--- src/rtl/muldiv_pkg.sv ---
// Shared definitions for the iterative multiply/divide unit: default width,
// op-code encodings and FSM state encoding.
package muldiv_pkg;

    localparam int DEF_WIDTH = 32;

    localparam logic [2:0] OP_MULT  = 3'b000;
    localparam logic [2:0] OP_MULTU = 3'b001;
    localparam logic [2:0] OP_DIV   = 3'b010;
    localparam logic [2:0] OP_DIVU  = 3'b011;
    localparam logic [2:0] OP_MTHI  = 3'b100;
    localparam logic [2:0] OP_MTLO  = 3'b101;

    typedef enum logic [1:0] {
        ST_IDLE = 2'd0,
        ST_RUN  = 2'd1,
        ST_FIX  = 2'd2
    } state_t;

endpackage

--- src/rtl/muldiv_step.sv ---
// One iteration of the multiply/divide datapath, purely combinational.
// Multiply: {acc_hi, acc_lo} is the partial product with the multiplier in
// acc_lo; add the multiplicand when the multiplier LSB is set, then shift right.
// Divide: acc_hi is the partial remainder and acc_lo holds the dividend bits
// still to be shifted in (quotient bits enter from the right).
module muldiv_step
    import muldiv_pkg::*;
#(
    parameter int WIDTH = DEF_WIDTH
) (
    input  logic             is_div,
    input  logic [WIDTH-1:0] acc_hi,
    input  logic [WIDTH-1:0] acc_lo,
    input  logic [WIDTH-1:0] opnd_b,
    output logic [WIDTH-1:0] next_hi,
    output logic [WIDTH-1:0] next_lo
);

    logic [WIDTH:0]   sum;
    logic [WIDTH:0]   diff;
    logic [WIDTH-1:0] restore_hi;

    // Select shift-add or restoring subtract for this step
    always_comb begin
        // NOTE: every output of an always_comb gets a default first so no path leaves it unassigned (no latch).
        next_hi    = acc_hi;
        next_lo    = acc_lo;
        sum        = {1'b0, acc_hi} + (acc_lo[0] ? {1'b0, opnd_b} : '0);
        diff       = {acc_hi, acc_lo[WIDTH-1]} - {1'b0, opnd_b};
        restore_hi = {acc_hi[WIDTH-2:0], acc_lo[WIDTH-1]};
        if (is_div) begin
            // A clear top bit of diff means the shifted remainder was >= divisor.
            if (!diff[WIDTH]) begin
                next_hi = diff[WIDTH-1:0];
                next_lo = {acc_lo[WIDTH-2:0], 1'b1};
            end else begin
                next_hi = restore_hi;
                next_lo = {acc_lo[WIDTH-2:0], 1'b0};
            end
        end else begin
            next_hi = sum[WIDTH:1];
            next_lo = {sum[0], acc_lo[WIDTH-1:1]};
        end
    end

endmodule

--- src/rtl/muldiv_unit.sv ---
// Iterative MULT/MULTU/DIV/DIVU/MTHI/MTLO unit for the execute stage.
// Owns HI/LO; busy_e stalls the front of the pipe while an op iterates.
// Signed ops run on operand magnitudes; signs are applied in the FIX state.
module muldiv_unit
    import muldiv_pkg::*;
#(
    parameter int WIDTH = DEF_WIDTH
) (
    input  logic             clock_e,
    input  logic             reset_n_e,
    input  logic             start_e,
    input  logic [2:0]       op_e,
    input  logic [WIDTH-1:0] src_a_e,
    input  logic [WIDTH-1:0] src_b_e,
    input  logic             flush_e,
    output logic             busy_e,
    output logic             done_e,
    output logic [WIDTH-1:0] hi_e,
    output logic [WIDTH-1:0] lo_e
);

    localparam int CW = $clog2(WIDTH);

    state_t             state;
    logic [CW-1:0]      cnt;
    logic               is_div;
    logic               is_signed;
    logic               sa;
    logic               sb;
    logic [WIDTH-1:0]   opnd_b;
    logic [WIDTH-1:0]   acc_hi;
    logic [WIDTH-1:0]   acc_lo;
    logic [WIDTH-1:0]   step_hi;
    logic [WIDTH-1:0]   step_lo;

    logic               issue_signed;
    logic [WIDTH-1:0]   mag_a;
    logic [WIDTH-1:0]   mag_b;
    logic [2*WIDTH-1:0] prod_mag;
    logic [2*WIDTH-1:0] prod_fix;
    logic [WIDTH-1:0]   fix_hi;
    logic [WIDTH-1:0]   fix_lo;

    assign busy_e = (state != ST_IDLE);

    // Operand magnitudes for issue: signed ops strip the sign here
    always_comb begin
        issue_signed = (op_e == OP_MULT) || (op_e == OP_DIV);
        mag_a        = (issue_signed && src_a_e[WIDTH-1]) ? -src_a_e : src_a_e;
        mag_b        = (issue_signed && src_b_e[WIDTH-1]) ? -src_b_e : src_b_e;
    end

    muldiv_step #(.WIDTH(WIDTH)) u_step (
        .is_div  (is_div),
        .acc_hi  (acc_hi),
        .acc_lo  (acc_lo),
        .opnd_b  (opnd_b),
        .next_hi (step_hi),
        .next_lo (step_lo)
    );

    // Sign fix-up and divide-by-zero override for the HI/LO write in FIX
    always_comb begin
        prod_mag = {acc_hi, acc_lo};
        prod_fix = (is_signed && (sa ^ sb)) ? -prod_mag : prod_mag;
        fix_hi   = prod_fix[2*WIDTH-1:WIDTH];
        fix_lo   = prod_fix[WIDTH-1:0];
        if (is_div) begin
            // Remainder takes the dividend's sign, which also restores the
            // original dividend when dividing by zero.
            fix_hi = (is_signed && sa) ? -acc_hi : acc_hi;
            if (opnd_b == '0) begin
                fix_lo = '1;
            end else begin
                fix_lo = (is_signed && (sa ^ sb)) ? -acc_lo : acc_lo;
            end
        end
    end

    // FSM, step counter, datapath registers and HI/LO
    always_ff @(posedge clock_e or negedge reset_n_e) begin
        // NOTE: there are no memories here, so every register is cleared on reset, including the datapath.
        if (!reset_n_e) begin
            state     <= ST_IDLE;
            cnt       <= '0;
            is_div    <= 1'b0;
            is_signed <= 1'b0;
            sa        <= 1'b0;
            sb        <= 1'b0;
            opnd_b    <= '0;
            acc_hi    <= '0;
            acc_lo    <= '0;
            hi_e      <= '0;
            lo_e      <= '0;
            done_e    <= 1'b0;
        end else begin
            // NOTE: sequential state uses non-blocking assignments so every register samples pre-edge values.
            done_e <= 1'b0;
            if (flush_e) begin
                state <= ST_IDLE;
                cnt   <= '0;
            end else begin
                case (state)
                    ST_IDLE: begin
                        if (start_e) begin
                            case (op_e)
                                OP_MULT, OP_MULTU, OP_DIV, OP_DIVU: begin
                                    is_div    <= op_e[1];
                                    is_signed <= issue_signed;
                                    sa        <= src_a_e[WIDTH-1];
                                    sb        <= src_b_e[WIDTH-1];
                                    acc_hi    <= '0;
                                    acc_lo    <= mag_a;
                                    opnd_b    <= mag_b;
                                    cnt       <= CW'(WIDTH - 1);
                                    state     <= ST_RUN;
                                end
                                OP_MTHI: hi_e <= src_a_e;
                                OP_MTLO: lo_e <= src_a_e;
                                default: ;
                            endcase
                        end
                    end
                    ST_RUN: begin
                        acc_hi <= step_hi;
                        acc_lo <= step_lo;
                        cnt    <= cnt - 1'b1;
                        if (cnt == '0) begin
                            state <= ST_FIX;
                        end
                    end
                    ST_FIX: begin
                        hi_e   <= fix_hi;
                        lo_e   <= fix_lo;
                        done_e <= 1'b1;
                        state  <= ST_IDLE;
                    end
                    default: state <= ST_IDLE;
                endcase
            end
        end
    end

endmodule

--- config.mk ---
export PLATFORM = sky130hd
export DESIGN_NAME = muldiv_unit
export DESIGN_NICKNAME = d
export VERILOG_FILES = /design/src/rtl/muldiv_pkg.sv /design/src/rtl/muldiv_step.sv /design/src/rtl/muldiv_unit.sv
export SDC_FILE = /design/constraint.sdc
export NUM_CORES = 1
export LEC_CHECK = 0
export CELL_PAD_IN_SITES_DETAIL_PLACEMENT = 1
export CELL_PAD_IN_SITES_GLOBAL_PLACEMENT = 1
export CORE_MARGIN = 4
export CORE_UTILIZATION = 48
export CTS_BUF_LIST = sky130_fd_sc_hd__clkbuf_8
export DETAILED_ROUTE_END_ITERATION = 16
export PLACE_DENSITY_LB_ADDON = 0.08
export SYNTH_ARGS = -nofsm -noshare
export SYNTH_HDL_FRONTEND = slang
export SYNTH_HIERARCHICAL = 1
export SYNTH_SLANG_ARGS = --single-unit
--- constraint.sdc ---
create_clock -name clock_e -period 6.35 [get_ports clock_e]
set_input_delay 1.5875 -clock clock_e [delete_from_list [all_inputs] [get_ports clock_e]]
set_output_delay 1.5875 -clock clock_e [all_outputs]
set_load 0.1 [all_outputs]
wire_density.png
37 x 37 tiles, from dark blue (low) to red (high), scaled to the fullest tile. Values are wire area over tile area, all layers added.
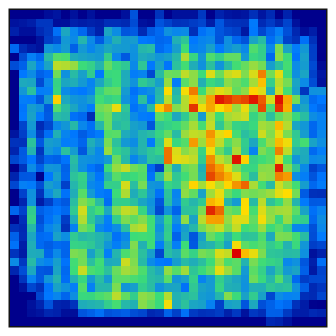
The fullest tile reaches 0.75. 6.3% of the tiles are nearly empty. The mean over all tiles is 0.27. 26% of the tiles are over half the peak.
final WL: 57200 µm
Total GRT Usage: 33.2%

port_nets.png
The bar under the picture is 50 µm long.
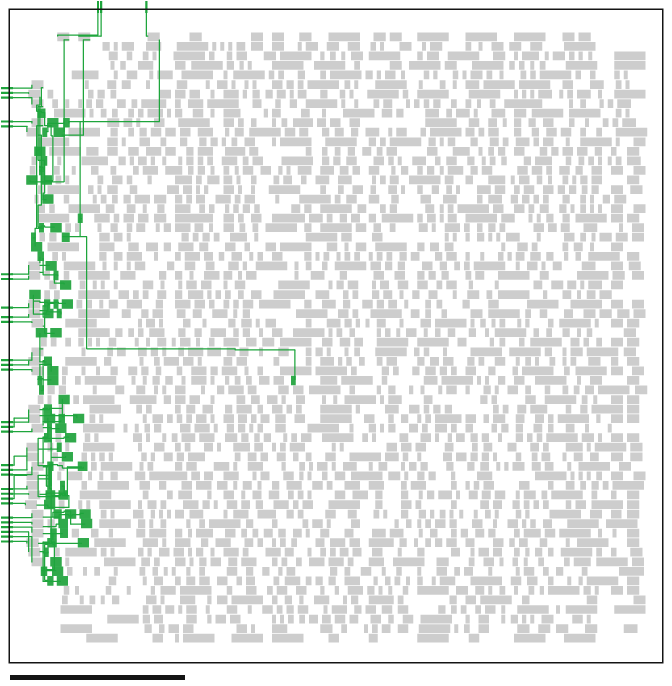
Green stands for src_b_e, bits 32, direction input, end cells 69, buffers 32, wire 1100 µm.
Port Buffer Count: 136
# IOs: 137

==> Slide: Implementation Results <==
Flow Results at a Glance

Worst setup path
  • Critical Path AT: approximately 4.5 ns
  • CP Buf/Inv Count: 2
  • CP Depth: 14
  • Most frequent CP cell: o211ai_4
  • Slowest CP cell: dfrtp_1
  • Crit start category: flip-flop
  • Crit-path leading delay family: AND-OR/OR-AND gates
  • R2r setup slk: 2.29 ns

Clock network
  • Clock Sinks: ~170
  • Hold-fix buffers, CTS: 0
  • Post CTS Setup Buffer Count: 0
  • Number of H-tree levels: 4
  • Worst-path clk slew: ~0.11 ns
  • CTS tree: yes
  • Post-CTS sizing: 0

Route
  • Final antenna-violating net count: 0
  • Via count: approximately 16k
  • DR vias/cell: between 6 and 7
  • Top routing layer in use: met4
  • Met2 wire length: approximately 27000 µm
  • Iter 0 DRT Violations: ~1.2k
  • Drt first pass iters: 5

Place
  • Dpl cell area: about 0.017 mm²
  • Dpl cells: approximately 2.4k
  • Final Wtd Congestion: 0.951
  • Setup WS pre-CTS: roughly 1.8 ns

Power and ir drop
  • Clock power share: a little under a tenth
  • Static Leak: roughly 7.3 nW
  • Top power group: combinational logic
  • Sequential Power Share: between 20% and 30%
  • Flop+latch power: approximately 2.2 mW

Timing
  • Final Hold Vio Count: 0
  • Setup ws final: about 2.3 ns
  • Tcrit/Tclk final: 63.9%

Synthesis
  • Main flop type: dfrtp_1
  • Post-synth top cells: nand2_1 (187), dfrtp_1 (172), nor2_1 (169)
  • Most frequent cell after synthesis: nand2_1
  • Synth flops: roughly 170
  • Post-Syn Instances: roughly 1.9k
  • Area share, top type: between 20% and 30%
  • Mapped Area: ~0.015 mm²
  • XOR/XNOR Area Share: under 10%
  • AND-OR/OR-AND Cells, Area Fraction: 27.1%
  • Syn avg cell area: 7.89 µm²
  • Top non-seq family: AND-OR/OR-AND gates
  • Yosys Chip Area: ~0.015 mm²
  • Post-synth EDFFs: 0
  • Synth Seq Share: roughly 28%

GRT
  • Initial antenna violation count: 0

Cells and area
  • Finished Core Util: between 50% and 60%
  • Share of cells above drive strength 1: 7.09%
  • MI comb area: approximately 0.010 mm²
  • Design area: about 0.017 mm²
  • Fillers: approximately 3.8k
  • Synthesis-to-finish area growth: 13.1%
  • Nets@finish: 2132

Job
  • Tool Warnings: 28
  • MaxCap Viol Count: 0

Floorplanning
  • Core Area: 0.0309 mm²
  • # rows: roughly 64

Min path
  • Worst Hold End: lo_e[1]
  • Hold Crit Start: lo_e[1]

Outcome
  • Status: finished clean
==> kinds of logic after synthesis <==
| logic type | after synthesis |
|---|---|
| AND-OR/OR-AND | 638 |
| XOR/XNOR | 156 |
| adder cells (fa/ha/maj) | 71 |
| buffers and inverters | 174 |
| flip-flops | 172 |
| multiplexers | 45 |
| AND/OR/NAND/NOR | 667 |
==> per-layer routing <==
metal,vias up,global-route usage (%)
li1,7151,-
met1,7721,42.2
met2,595,55.1
met3,148,5.18
met4,0,16.3
met5,-,0
==> area by class of cell <==
type | instances | share of cell area, %
clock buffers | 17 | 1.36
clock inverters | 15 | 1.02
inverters | 67 | 1.47
multi-input cells | 1577 | 59.3
flip-flops and latches | 172 | 25.1
well taps | 396 | 2.89
repair buffers | 155 | 8.91
No activity file was given, so power comes from the tool's default toggle rates.
